### Power grid, run 1

The bar under the picture is 20 um long. Pins as bars on the die edge.
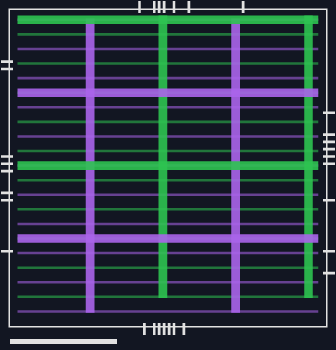
### Cell classes on the final placement, run 1

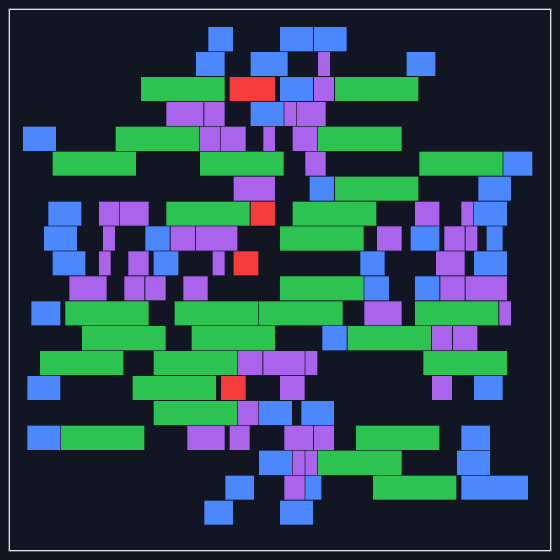
### Clock network drawn from the DEF, run 1

The bar under the picture is 20 um long.
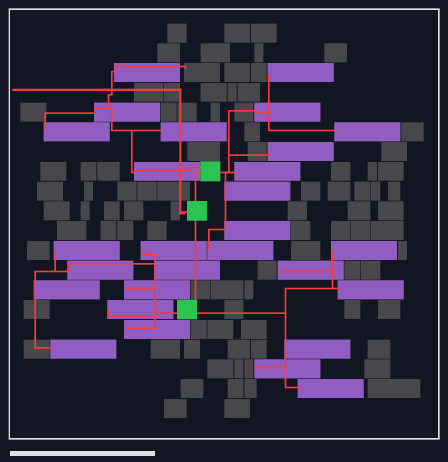
<file path="config.mk">
export PLATFORM = sky130hd
export DESIGN_NAME = edge_detector_bank
export DESIGN_NICKNAME = d
export VERILOG_FILES = /design/src/rtl/edge_detector_bank.sv
export SDC_FILE = /design/constraint.sdc
export NUM_CORES = 1
export LEC_CHECK = 0
export CORE_UTILIZATION = 35
export DETAILED_ROUTE_END_ITERATION = 8
export PLACE_DENSITY = 0.6
export SLEW_MARGIN = 10
export SYNTH_ARGS = -nofsm -noshare
export SYNTH_HDL_FRONTEND = slang
export SYNTH_SLANG_ARGS = --single-unit
</file>
<file path="constraint.sdc">
create_clock -name clk -period 1.41 [get_ports clk]
set_input_delay 0.282 -clock clk [delete_from_list [all_inputs] [get_ports clk]]
set_output_delay 0.282 -clock clk [all_outputs]
set_load 0.005 [all_outputs]
</file>
<file path="src/rtl/edge_detector_bank.sv">
// edge_detector_bank: per-channel synchroniser, debounce filter and
// edge detector with one-cycle pulses, sticky pending flags and irq.
module edge_detector_bank #(
    parameter int WIDTH       = 4,
    parameter int SYNC_STAGES = 2,
    parameter int DEBOUNCE    = 3
) (
    input  logic             clk,
    input  logic             async_nreset,
    input  logic [WIDTH-1:0] in,
    input  logic [WIDTH-1:0] rise_en,
    input  logic [WIDTH-1:0] fall_en,
    input  logic [WIDTH-1:0] clear,
    output logic [WIDTH-1:0] level,
    output logic [WIDTH-1:0] pulse,
    output logic [WIDTH-1:0] pending,
    output logic             irq
);

    localparam int CW = (DEBOUNCE > 1) ? $clog2(DEBOUNCE) : 1;
    localparam logic [CW-1:0] CNT_MAX = CW'(DEBOUNCE - 1);

    for (genvar i = 0; i < WIDTH; i++) begin : g_ch
        logic [SYNC_STAGES-1:0] sync_q;
        logic [CW-1:0]          cnt_q;
        logic                   lvl_q;
        logic                   pulse_q;
        logic                   pend_q;
        logic                   sync;
        logic                   differ;
        logic                   accept;
        logic                   qual;

        assign sync   = sync_q[SYNC_STAGES-1];
        assign differ = sync ^ lvl_q;
        assign accept = differ && (cnt_q == CNT_MAX);
        assign qual   = accept && (sync ? rise_en[i] : fall_en[i]);

        // metastability synchroniser chain for the raw input
        always_ff @(posedge clk or negedge async_nreset) begin
            if (!async_nreset) begin
                sync_q <= '0;
            end else begin
                sync_q <= {sync_q[SYNC_STAGES-2:0], in[i]};
            end
        end

        // count consecutive differing samples, accept level when full
        always_ff @(posedge clk or negedge async_nreset) begin
            if (!async_nreset) begin
                cnt_q <= '0;
                lvl_q <= 1'b0;
            end else begin
                if (!differ || accept) begin
                    cnt_q <= '0;
                end else begin
                    cnt_q <= cnt_q + CW'(1);
                end
                if (accept) begin
                    lvl_q <= sync;
                end
            end
        end

        // edge strobe and sticky flag; a new event beats a clear
        always_ff @(posedge clk or negedge async_nreset) begin
            if (!async_nreset) begin
                pulse_q <= 1'b0;
                pend_q  <= 1'b0;
            end else begin
                pulse_q <= qual;
                pend_q  <= qual | (pend_q & ~clear[i]);
            end
        end

        assign level[i]   = lvl_q;
        assign pulse[i]   = pulse_q;
        assign pending[i] = pend_q;
    end

    assign irq = |pending;

endmodule

</file>
==> README.md, run 1 <==
| Stage | Quantity | Value |
| --- | --- | --- |
| finish | Combined area of the multi-input logic cells | 329 sq um |
| setup path | Slowest cell delay on critical path | 0.52 ns |
| setup path | R2R Path Start | g_ch[2].lvl_q |
| setup path | Reg2Reg Setup Slack | 0.22 ns |
| setup path | Bufs and invs on worst path | 1 |
| power and ir drop | Power Dens Cells | 1570 mW/mm^2 |
| finish | Final Net Count | 143 |
| hold path | Tightest Hold Check Type | in -> async |
| global routing | Most Crowded Layer GR | met2 |
| timing | Worst-Margin Slew | 0.218 ns |
| cts | Later-pin clock latency in the skew report | 0.31 ns |
| finish | Count of inverters other than clock inverters in the layout | 4 |
| timing | Minimum period implied by the final worst setup slack | 1.65 ns |
| power and ir drop | Peak ir drop on the vdd network | 0.603 mV |
| setup path | Crit. Startpoint | g_ch[3].pend_q |
| run status | Violations in the final reports | setup timing |
| setup path | Path length in cells of the critical path | 2 |
| logic synthesis | Post-synth design cell area | 0.00113 sq mm |
| routing | Average wire per standard cell | 10.6 um |
| routing | First-pass DRT Iterations | 4 |
| timing | Count of final hold-check violations | 0 |
| power and ir drop | Switching share of total power | 29.0% |
| timing | Final setup vio count | 1 |
| run status | Result of the run | finished, violations left |
| cts | Maximum clock insertion buffer count | 2 |
| place | Placement Setup Slack | -0.212 ns |
| setup path | Max stage delay cell, worst path | sky130_fd_sc_hd__or4_1 |
| place | Number of buffer cells added on primary ports | 30 |
| routing | Wire length on met3 | 90 um |
| routing | Length of routed met2 wiring | 852 um |
| power and ir drop | Post-route total power | 2350 uW |
| floorplanning | Number of placement rows | 20 |
| place | Final HPWL DP | 1.31 mm |
| logic synthesis | Synth unique cells | 12 |
| setup path | Crit Path Category | reg -> out |
| floorplanning | Pre-Place Util | 37.2% |
| global routing | Global Route met2 Usage | 20.8% |
| finish | Cell class ranked first by area | flip-flops and latches |
| timing | Final worst setup slack | -0.240 ns |
| logic synthesis | Post-synthesis share of cell area spent on xor and xnor gates | 0% |
-- 'Power grid' (at the start) --
Key: VDD = green; VSS = purple
31 signal pins sit on the boundary. 4 straps on met5. 21 met1 rails follow the rows. 4 straps on met4.

-- 'Cell classes on the final placement' (at the start) --
Key: combinational and other logic = purple [cells 49]; clock drivers and dummy loads = red [cells 4]; remaining buffers and delay cells = blue [cells 39]; sequential cells = green [cells 28]

-- 'Clock network drawn from the DEF' (at the start) --
Key: clock drivers = green [count 3]; flip-flops = purple [count 28]; clock wires = red [length 292 um]
There are 4 routed clock nets.

run 1: Yosys cell counts:
cell type	count	area, sq um
sky130_fd_sc_hd__a211oi_1	8	60.1
sky130_fd_sc_hd__buf_4	12	90.1
sky130_fd_sc_hd__dfrtp_1	28	701
sky130_fd_sc_hd__ha_1	4	50.1
sky130_fd_sc_hd__inv_1	4	15.0
sky130_fd_sc_hd__mux2_2	4	45.0
sky130_fd_sc_hd__nand2_1	8	30.0
sky130_fd_sc_hd__nand2b_1	11	68.8
sky130_fd_sc_hd__o221ai_1	4	35.0
sky130_fd_sc_hd__o22ai_1	4	25.0
sky130_fd_sc_hd__or2b_1	1	7.51
sky130_fd_sc_hd__or4_1	1	7.51
### The clock network, run 1

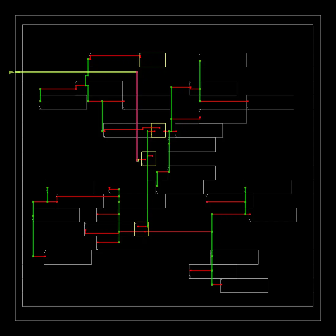

==> run 2: changes to the inputs <==
clock period = 2.04 ns   (was 1.41 ns; I/O delays follow)
### The clock network, run 2

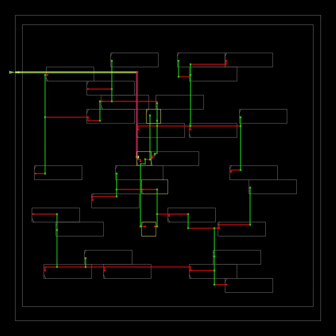
clk pwr: 264 uW
later-pin clock latency in the skew report: 0.32 ns

==> run 2 against run 1 <==
Net effect: the run now ends clean; clock skew is 0.0012 ns higher; wire length shrank 1.5%; total power is 32% lower; worst hold slack better by 0.066 ns; clock-buffer cell count unchanged; synthesized area unchanged; cell count is 4.3% lower; design area is 3.1% lower; worst setup slack better by 0.34 ns; critical path depth unchanged; combinational power is 36% lower; first-iteration DRC count decreased by 65%; largest cell class unchanged; highest routed layer unchanged.
==> README.md, run 2 <==
| Stage | Quantity | Value | Delta |
| --- | --- | --- | --- |
| setup path | Max stage delay cell, worst path | sky130_fd_sc_hd__or4_1 |  |
| logic synthesis | Largest cells by area after synthesis | sky130_fd_sc_hd__dfrtp_1 62%, sky130_fd_sc_hd__buf_4 7.9%, sky130_fd_sc_hd__nand2b_1 6.1% |  |
| floorplanning | Number of placement rows | 20 | unchanged |
| timing | Final setup vio count | 0 | -1 |
| logic synthesis | Cell type with the largest total area after synthesis | sky130_fd_sc_hd__dfrtp_1 |  |
| power and ir drop | Peak ir drop on the vdd network | 0.378 mV | -37% |
| place | Final HPWL DP | 1.28 mm | -2.1% |
| logic synthesis | Area fraction of the dominant cell type after synthesis | 61.7% | unchanged |
| timing | Count of final hold-check violations | 0 | unchanged |
| cts | Maximum clock insertion buffer count | 2 | unchanged |
| logic synthesis | Post-synth design cell area | 0.00113 sq mm | unchanged |
| logic synthesis | Number of enable-type register cells in the synthesized netlist | 0 | unchanged |
| setup path | Reg2Reg Setup Slack | 0.88 ns | +0.66 ns |
| power and ir drop | Switching share of total power | 29.0% | about the same |
| setup path | Bufs and invs on worst path | 1 | unchanged |
| routing | Wire length on met3 | 96 um | +6.7% |
| run status | Result of the run | completed |  |
| setup path | Crit Path Category | reg -> out |  |
| finish | Cell class ranked first by area | flip-flops and latches |  |
| global routing | Most Crowded Layer GR | met2 |  |
run 2: kinds of logic after synthesis:
logic type | count (synthesis) | share of synthesized area [%]
AND-OR/OR-AND | 16 | 10.6
adder cells (fa/ha/maj) | 4 | 4.41
flip-flops | 28 | 61.7
AND/OR/NAND/NOR | 21 | 10.0
multiplexers | 4 | 3.97
buffers and inverters | 16 | 9.26
run 2: stage by stage:
step	power [uW]	instance area (sq um)	hold WS [ns]	setup slack, ns
final	1600	1450	0.366	0.0996
after global routing	1730	1450	0.376	0.0268
after CTS	1630	1450	0.370	0.0804
after detailed placement	1360	1410	0.336	0.275
after global placement	1340	1410	0.333	0.290
after floorplan	1180	1130	0.112	0.747
run 2: repair_timing:
item,CTS,global route
gates resized,1,0
setup buffers,1,0
endpoints found under the setup margin,1,0
Power and IR drop assume default switching activity.
